## config.mk

```make
export PLATFORM = sky130hd
export DESIGN_NAME = bp_resolve_queue
export DESIGN_NICKNAME = d
export VERILOG_FILES = /design/src/rtl/bp_pkg.sv /design/src/rtl/bp_fifo.sv /design/src/rtl/bp_resolve_queue.sv
export SDC_FILE = /design/constraint.sdc
export NUM_CORES = 1
export LEC_CHECK = 0
export ABC_AREA = 1
export CAP_MARGIN = 20
export CORE_ASPECT_RATIO = 0.5
export CORE_UTILIZATION = 45
export CTS_CLUSTER_SIZE = 25
export DETAILED_ROUTE_END_ITERATION = 7
export PLACE_DENSITY = 0.77
export SLEW_MARGIN = 5
export SYNTH_ARGS = -nofsm -noshare
export SYNTH_HDL_FRONTEND = slang
export SYNTH_SLANG_ARGS = --single-unit
```

## constraint.sdc

```tcl
create_clock -name clk -period 5.45 [get_ports clk]
set_input_delay 1.09 -clock clk [delete_from_list [all_inputs] [get_ports clk]]
set_output_delay 1.09 -clock clk [all_outputs]
set_load 0.005 [all_outputs]
```

## src/rtl/bp_pkg.sv

```systemverilog
// bp_pkg: types shared by fetch, the predictor and the resolve queue.
//   BPQ_DEPTH   default number of in-flight predicted branches
//   BPQ_PTR_W   pointer width for a queue of BPQ_DEPTH entries
//   bpq_entry_t one recorded prediction {pc, pred_taken, pred_tgt}
package bp_pkg;

   localparam int unsigned BPQ_DEPTH = 8;
   localparam int unsigned BPQ_PTR_W = $clog2(BPQ_DEPTH);

   typedef struct packed {
      logic [31:0] pc;
      logic        pred_taken;
      logic [31:0] pred_tgt;
   } bpq_entry_t;

   localparam int unsigned BPQ_ENTRY_W = $bits(bpq_entry_t);

endpackage

```

## src/rtl/bp_fifo.sv

```systemverilog
// bp_fifo: circular buffer of predicted-branch records.
//   clk, rst     clock, asynchronous active-low reset
//   i_push       write i_wdata at the tail (ignored when full)
//   i_pop        drop the head entry (ignored when empty)
//   i_clear      empty the buffer; overrides push and pop
//   i_wdata      entry to write
//   o_head       oldest entry (meaningless when empty)
//   o_count      entries occupied
//   o_full       count == DEPTH
//   o_empty      count == 0
module bp_fifo
   import bp_pkg::*;
#(
   parameter int unsigned DEPTH = BPQ_DEPTH
) (
   input  logic                     clk,
   input  logic                     rst,
   input  logic                     i_push,
   input  logic                     i_pop,
   input  logic                     i_clear,
   input  logic [BPQ_ENTRY_W-1:0]   i_wdata,
   output logic [BPQ_ENTRY_W-1:0]   o_head,
   output logic [$clog2(DEPTH):0]   o_count,
   output logic                     o_full,
   output logic                     o_empty
);

   localparam int unsigned PTR_W = $clog2(DEPTH);

   logic [BPQ_ENTRY_W-1:0] r_mem [DEPTH];
   logic [PTR_W-1:0]       r_wr_ptr;
   logic [PTR_W-1:0]       r_rd_ptr;
   logic [PTR_W:0]         r_count;
   logic                   w_do_push;
   logic                   w_do_pop;

   assign o_full    = (r_count == (PTR_W+1)'(DEPTH));
   assign o_empty   = (r_count == '0);
   assign o_count   = r_count;
   assign o_head    = r_mem[r_rd_ptr];
   assign w_do_push = i_push & ~o_full & ~i_clear;
   assign w_do_pop  = i_pop & ~o_empty & ~i_clear;

   // DEPTH is a power of two, so pointers wrap DEPTH-1 -> 0 by natural overflow.
   always_ff @(posedge clk or negedge rst) begin
      if (!rst) begin
         r_wr_ptr <= '0;
         r_rd_ptr <= '0;
         r_count  <= '0;
      end else if (i_clear) begin
         r_wr_ptr <= '0;
         r_rd_ptr <= '0;
         r_count  <= '0;
      end else begin
         if (w_do_push) r_wr_ptr <= r_wr_ptr + PTR_W'(1);
         if (w_do_pop)  r_rd_ptr <= r_rd_ptr + PTR_W'(1);
         if (w_do_push && !w_do_pop)      r_count <= r_count + (PTR_W+1)'(1);
         else if (!w_do_push && w_do_pop) r_count <= r_count - (PTR_W+1)'(1);
      end
   end

   // Storage needs no reset: entries are only read while counted as occupied.
   always_ff @(posedge clk) begin
      if (w_do_push) r_mem[r_wr_ptr] <= i_wdata;
   end

endmodule

```

## src/rtl/bp_resolve_queue.sv

```systemverilog
// bp_resolve_queue: matches fetch-time branch predictions against EX outcomes in program order,
// trains the predictor and raises a registered redirect on a mispredict.
//   clk, rst              clock, asynchronous active-low reset
//   push_*_F              prediction record from fetch; push_ready_F = not full
//   flush_i               external flush, empties the queue
//   resolve_*_EX          outcome of the oldest in-flight branch
//   upd_valid_o/pc/taken  predictor training strobe (one cycle after resolve)
//   mispredict_o          one-cycle redirect pulse, redirect_pc_o = correct next PC
//   order_err_o           sticky: resolve on empty queue or PC mismatch with head
//   count_o               entries occupied
//   mispred_cnt_o         saturating mispredict count
module bp_resolve_queue
   import bp_pkg::*;
#(
   parameter int unsigned DEPTH = BPQ_DEPTH,
   parameter int unsigned CNT_W = 16
) (
   input  logic                   clk,
   input  logic                   rst,
   input  logic                   push_valid_F,
   output logic                   push_ready_F,
   input  logic [31:0]            push_pc_F,
   input  logic                   push_pred_taken_F,
   input  logic [31:0]            push_pred_tgt_F,
   input  logic                   flush_i,
   input  logic                   resolve_valid_EX,
   input  logic [31:0]            resolve_pc_EX,
   input  logic                   resolve_taken_EX,
   input  logic [31:0]            resolve_tgt_EX,
   output logic                   upd_valid_o,
   output logic [31:0]            upd_pc_o,
   output logic                   upd_taken_o,
   output logic                   mispredict_o,
   output logic [31:0]            redirect_pc_o,
   output logic                   order_err_o,
   output logic [$clog2(DEPTH):0] count_o,
   output logic [CNT_W-1:0]       mispred_cnt_o
);

   bpq_entry_t             w_wr_entry;
   bpq_entry_t             w_head;
   logic [BPQ_ENTRY_W-1:0] w_head_bits;
   logic                   w_full;
   logic                   w_empty;
   logic                   w_resolve;
   logic                   w_mis;
   logic                   w_clear;
   logic [31:0]            w_redirect;

   logic                   r_upd_valid;
   logic [31:0]            r_upd_pc;
   logic                   r_upd_taken;
   logic                   r_mispredict;
   logic [31:0]            r_redirect_pc;
   logic                   r_order_err;
   logic [CNT_W-1:0]       r_mispred_cnt;

   assign w_wr_entry = '{pc: push_pc_F, pred_taken: push_pred_taken_F, pred_tgt: push_pred_tgt_F};
   assign w_head     = bpq_entry_t'(w_head_bits);

   assign w_resolve  = resolve_valid_EX & ~w_empty;
   assign w_mis      = w_resolve & ((w_head.pred_taken != resolve_taken_EX) |
                                    (resolve_taken_EX & (w_head.pred_tgt != resolve_tgt_EX)));
   // A mispredict makes every younger entry wrong-path, so it empties the queue like a flush.
   assign w_clear    = flush_i | w_mis;
   assign w_redirect = resolve_taken_EX ? resolve_tgt_EX : resolve_pc_EX + 32'd4;
   assign push_ready_F = ~w_full;

   bp_fifo #(
      .DEPTH (DEPTH)
   ) u_fifo (
      .clk     (clk),
      .rst     (rst),
      .i_push  (push_valid_F),
      .i_pop   (w_resolve),
      .i_clear (w_clear),
      .i_wdata (w_wr_entry),
      .o_head  (w_head_bits),
      .o_count (count_o),
      .o_full  (w_full),
      .o_empty (w_empty)
   );

   // Training uses the resolved PC: equal to head.pc normally, and the resolve_* value
   // is the one to trust when the order check fails.
   always_ff @(posedge clk or negedge rst) begin
      if (!rst) begin
         r_upd_valid   <= 1'b0;
         r_upd_pc      <= '0;
         r_upd_taken   <= 1'b0;
         r_mispredict  <= 1'b0;
         r_redirect_pc <= '0;
         r_order_err   <= 1'b0;
         r_mispred_cnt <= '0;
      end else begin
         r_upd_valid   <= w_resolve;
         r_upd_pc      <= w_resolve ? resolve_pc_EX : '0;
         r_upd_taken   <= w_resolve & resolve_taken_EX;
         r_mispredict  <= w_mis;
         r_redirect_pc <= w_mis ? w_redirect : '0;
         if (resolve_valid_EX && (w_empty || (w_head.pc != resolve_pc_EX))) r_order_err <= 1'b1;
         if (w_mis && (r_mispred_cnt != '1)) r_mispred_cnt <= r_mispred_cnt + CNT_W'(1);
      end
   end

   assign upd_valid_o   = r_upd_valid;
   assign upd_pc_o      = r_upd_pc;
   assign upd_taken_o   = r_upd_taken;
   assign mispredict_o  = r_mispredict;
   assign redirect_pc_o = r_redirect_pc;
   assign order_err_o   = r_order_err;
   assign mispred_cnt_o = r_mispred_cnt;

endmodule

```

**Metal 2**

Scale bar: 100 µm.
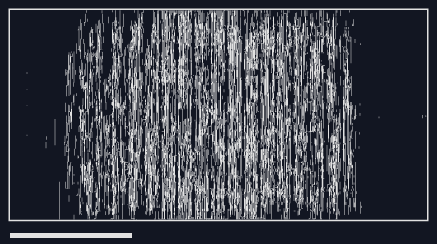
The wires run mostly vertical. The layer holds 50% of the routed length. 2,150 nets have wire on it. The layer carries 34.7 mm of wire.
sum of routed wire length over all layers: 69,100 µm
total via count in the routed design: 18.5k
GRT met2 Usage: 40.3%

**Routed clock nets over the placement**

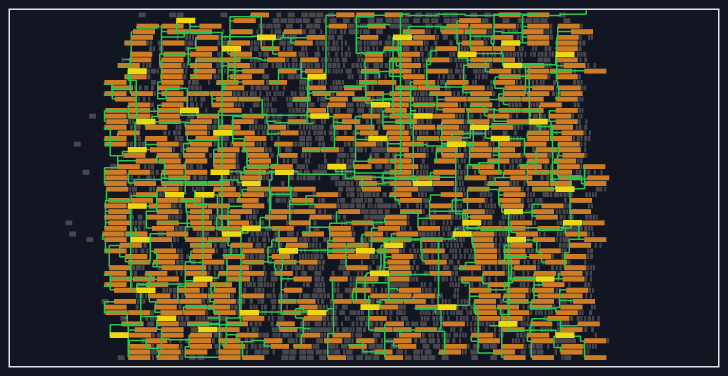
Key: clock drivers = yellow [count 55]; clock wires = green [length 6,490 µm]; flip-flops = orange [count 614]
There are 56 routed clock nets.
clock network power: 0.00391 W
Clock Skews: 0.0322 ns
relative contribution of the clock network to total power: 30.0%

**Placed cells, one colour a class**

Scale bar: 100 µm. Fill, decap, tap and diode cells in grey.
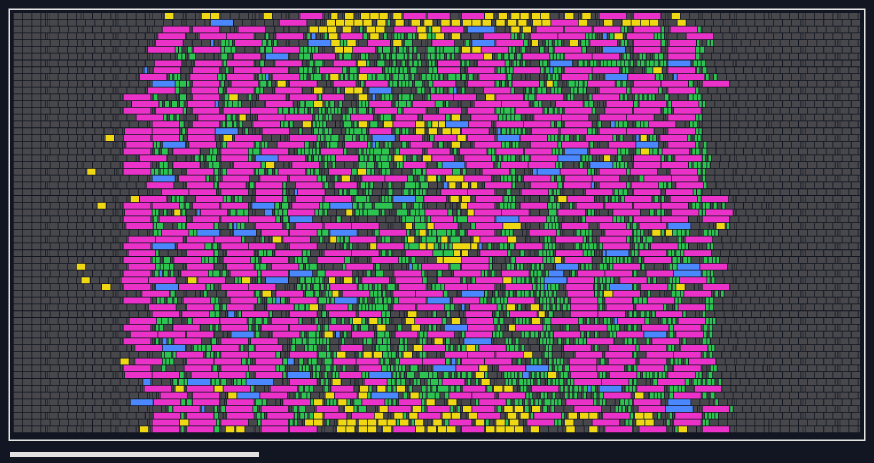
Key: sequential cells = magenta [cells 614]; combinational and other logic = green [cells 1,676]; clock drivers and dummy loads = blue [cells 102]; remaining buffers and delay cells = yellow [cells 261]

**Cell placement**

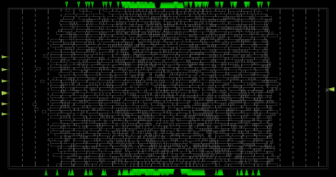
register fraction of the total cell area: 58.2%
number of inserted filler cells in the final layout: 4,530
fraction of the core area covered by cells at the end of the flow: 53.9%

-- registers in the layout (all words and copies together), names as in the netlist --
name	flops
upd_taken_o	1
order_err_o	1
redirect_pc_o	32
u_fifo.o_count	4
u_fifo.r_rd_ptr	3
mispredict_o	1
mispred_cnt_o	16
upd_valid_o	1
upd_pc_o	32
u_fifo.r_mem	520
u_fifo.r_wr_ptr	3
-- kinds of logic (layout without fill, tap and decap cells) --
| logic type | after synthesis | after routing | synth area share, % |
|---|---|---|---|
| AND/OR/NAND/NOR | 1084 | 1084 | 16.8 |
| flip-flops | 614 | 614 | 68.8 |
| AND-OR/OR-AND | 348 | 348 | 7.09 |
| buffers and inverters | 301 | 544 | 5.07 |
| XOR/XNOR | 55 | 55 | 1.84 |
| adder cells (fa/ha/maj) | 8 | 8 | 0.412 |
| other | 0 | 8 | 0 |
-- path summary, 6_finish.rpt --
kind	start	end	slack (ns)	depth (start not counted)
max	u_fifo.r_rd_ptr[0]$_DFFE_PN0P_	u_fifo.o_count[3]$_DFFE_PN0P_	1.17	25
min	order_err_o$_DFFE_PN0P_	order_err_o$_DFFE_PN0P_	0.47	2
max reg2reg	u_fifo.r_rd_ptr[0]$_DFFE_PN0P_	u_fifo.o_count[3]$_DFFE_PN0P_	1.17	25
min reg2reg	order_err_o$_DFFE_PN0P_	order_err_o$_DFFE_PN0P_	0.47	2
max in group asynchronous	rst	redirect_pc_o[9]$_DFF_PN0_	3.84	2
min in group asynchronous	rst	upd_pc_o[28]$_DFF_PN0_	0.53	1
-- final cells by class --
type | count | area [µm²]
Clock buffer | 68 | 1450
Clock inverter | 34 | 357
Sequential cell | 614 | 18000
Tap cell | 768 | 961
Inverter | 181 | 686
Multi-Input combinational cell | 1495 | 6900
Antenna cell | 8 | 20.0
Timing Repair Buffer | 261 | 2560
Fill cell | 4530 | 26400
==> notes.md <==
With the number of buffers created by CTS at 55, the fraction of final layout cells with drive strength greater than 1 is 5.16%. Looking at the global route congestion table, the highest-usage layer is met2. The warning tally printed by Yosys for this design is 0. Per the post-synthesis stats, the area per cell is 10.8 µm². Once the clock tree was built, the setup fixing pass inserted 0 buffers.

Share of total power consumed by net switching: 31.9%. The net count after synthesis was 2,553. TritonCTS reports the number of clock sinks as 614. The run gives 614 for the count of state elements after synthesis.

The first global-routing pass estimated 103,000 µm of wire. STA classifies the critical path endpoint as a flip-flop. At the end of the flow, the number of nets in the layout was 2,751. Top routing layer in use: met4. The logs give 0.61 ns for the latest clock arrival within the worst-skew pair and 2 for the residual DRC count. Initial cell density of the core: 45.6%.

For reference, the top cells by area after synthesis are edfxtp_1 60%, dfrtp_1 9.0%, nand2_1 6.6%. After global routing the overflow that remains totals 0. The power attributed to combinational cells was 0.00352 W.

On the critical path, the stage with the largest delay is an instance of buf_12. Number of unique standard cell types used by synthesis: 35. The number of cells after detailed placement was 3,319; the setup slack after layout was 1.17 ns.

The final weighted congestion recorded by global placement is 0.936. According to the I/O placement log, the pin count is 224. The floorplan step defined a core boundary enclosing 57,300 µm². After floorplanning, the die was sized to cover 59,100 µm².

In the global route stage, met3 resource usage came out at 3.59%. The OpenROAD report gives the critical path a data arrival time of 4.80 ns. The detailed router reports a met3 wire length of 5040 µm. Via count of the first global-routing pass: 17.8k.

For this run, the slowest stage of the critical path takes 0.68 ns. After the first detailed-routing iteration, the DRC count stood at 2,295. Looking at the power breakdown, sequential logic takes 43.0% of the total. The run gives 5.96 ns as the required arrival time at the worst endpoint.

The completed layout was analyzed and its total power is 0.0130 W. Max fanout on the critical path was recorded as 199. Of the total power, combinational logic draws 27.0%. In this run the static leakage power is 11.7 nW.

For the max-slew violation total from the final report, the log shows 0. In the synthesized netlist, the cells that appear most often are 520 x edfxtp_1, 456 x nand2_1, 417 x nor2_1. The highest clock rate this design can be run at is 0.233 GHz. In this run, synthesis inferred 520 flip-flops with an integrated enable. Fraction of synthesized cell area taken by the top area cell type: 59.8%.

Grouping stages by cell kind, the critical path spends the most delay in simple AND/OR/NAND/NOR gates. The post-synthesis async set-or-reset flop share was 15.3%. The total standard cell area after synthesis came out at 26,100 µm². The power density of the placed cells is 422 nW/µm², and the net switching power is 0.00416 W. The final timing summary puts the cycle share of the worst path at 78.6%. The final routed wire length divided by cell count works out to 20.2 µm. The logs give 1.20 ns for the post-place setup slack and 30.6% for the headroom to the max-slew limit. The floorplan step set the die height to 172 µm.

Top flip-flop cell by instance count after synthesis: edfxtp_1. Measured along the x axis, the die boundary spans 343 µm. Looking at the group totals, the largest power group turns out to be registers. The sum of buffers and inverters on the critical path is 4, and the total count of hold-check failures in the final report is 0.

The checks that failed: DRC. Dividing the detail-routed via count by the number of cells gives 5.41. In this run the maximum-capacitance check reported violations numbering 0. The clock tree root buffer cell was clkbuf_16. The power drawn by the sequential cells was 0.00561 W; the area figure in the yosys stat output was 26,100 µm². The run finished, with violations left. The transition time at the pin with the least slew margin is 1.04 ns, and the number of warnings in the stage logs is 29. The final report gives the standard cell area, fillers excluded, as 30,900 µm². The global routing report lists met1 layer usage as 28.4%. Per the synthesis report, the dominant area consumer among library cells is edfxtp_1. The first TritonRoute pass finished after 8 iterations.
No activity file was given, so power comes from the tool's default toggle rates.
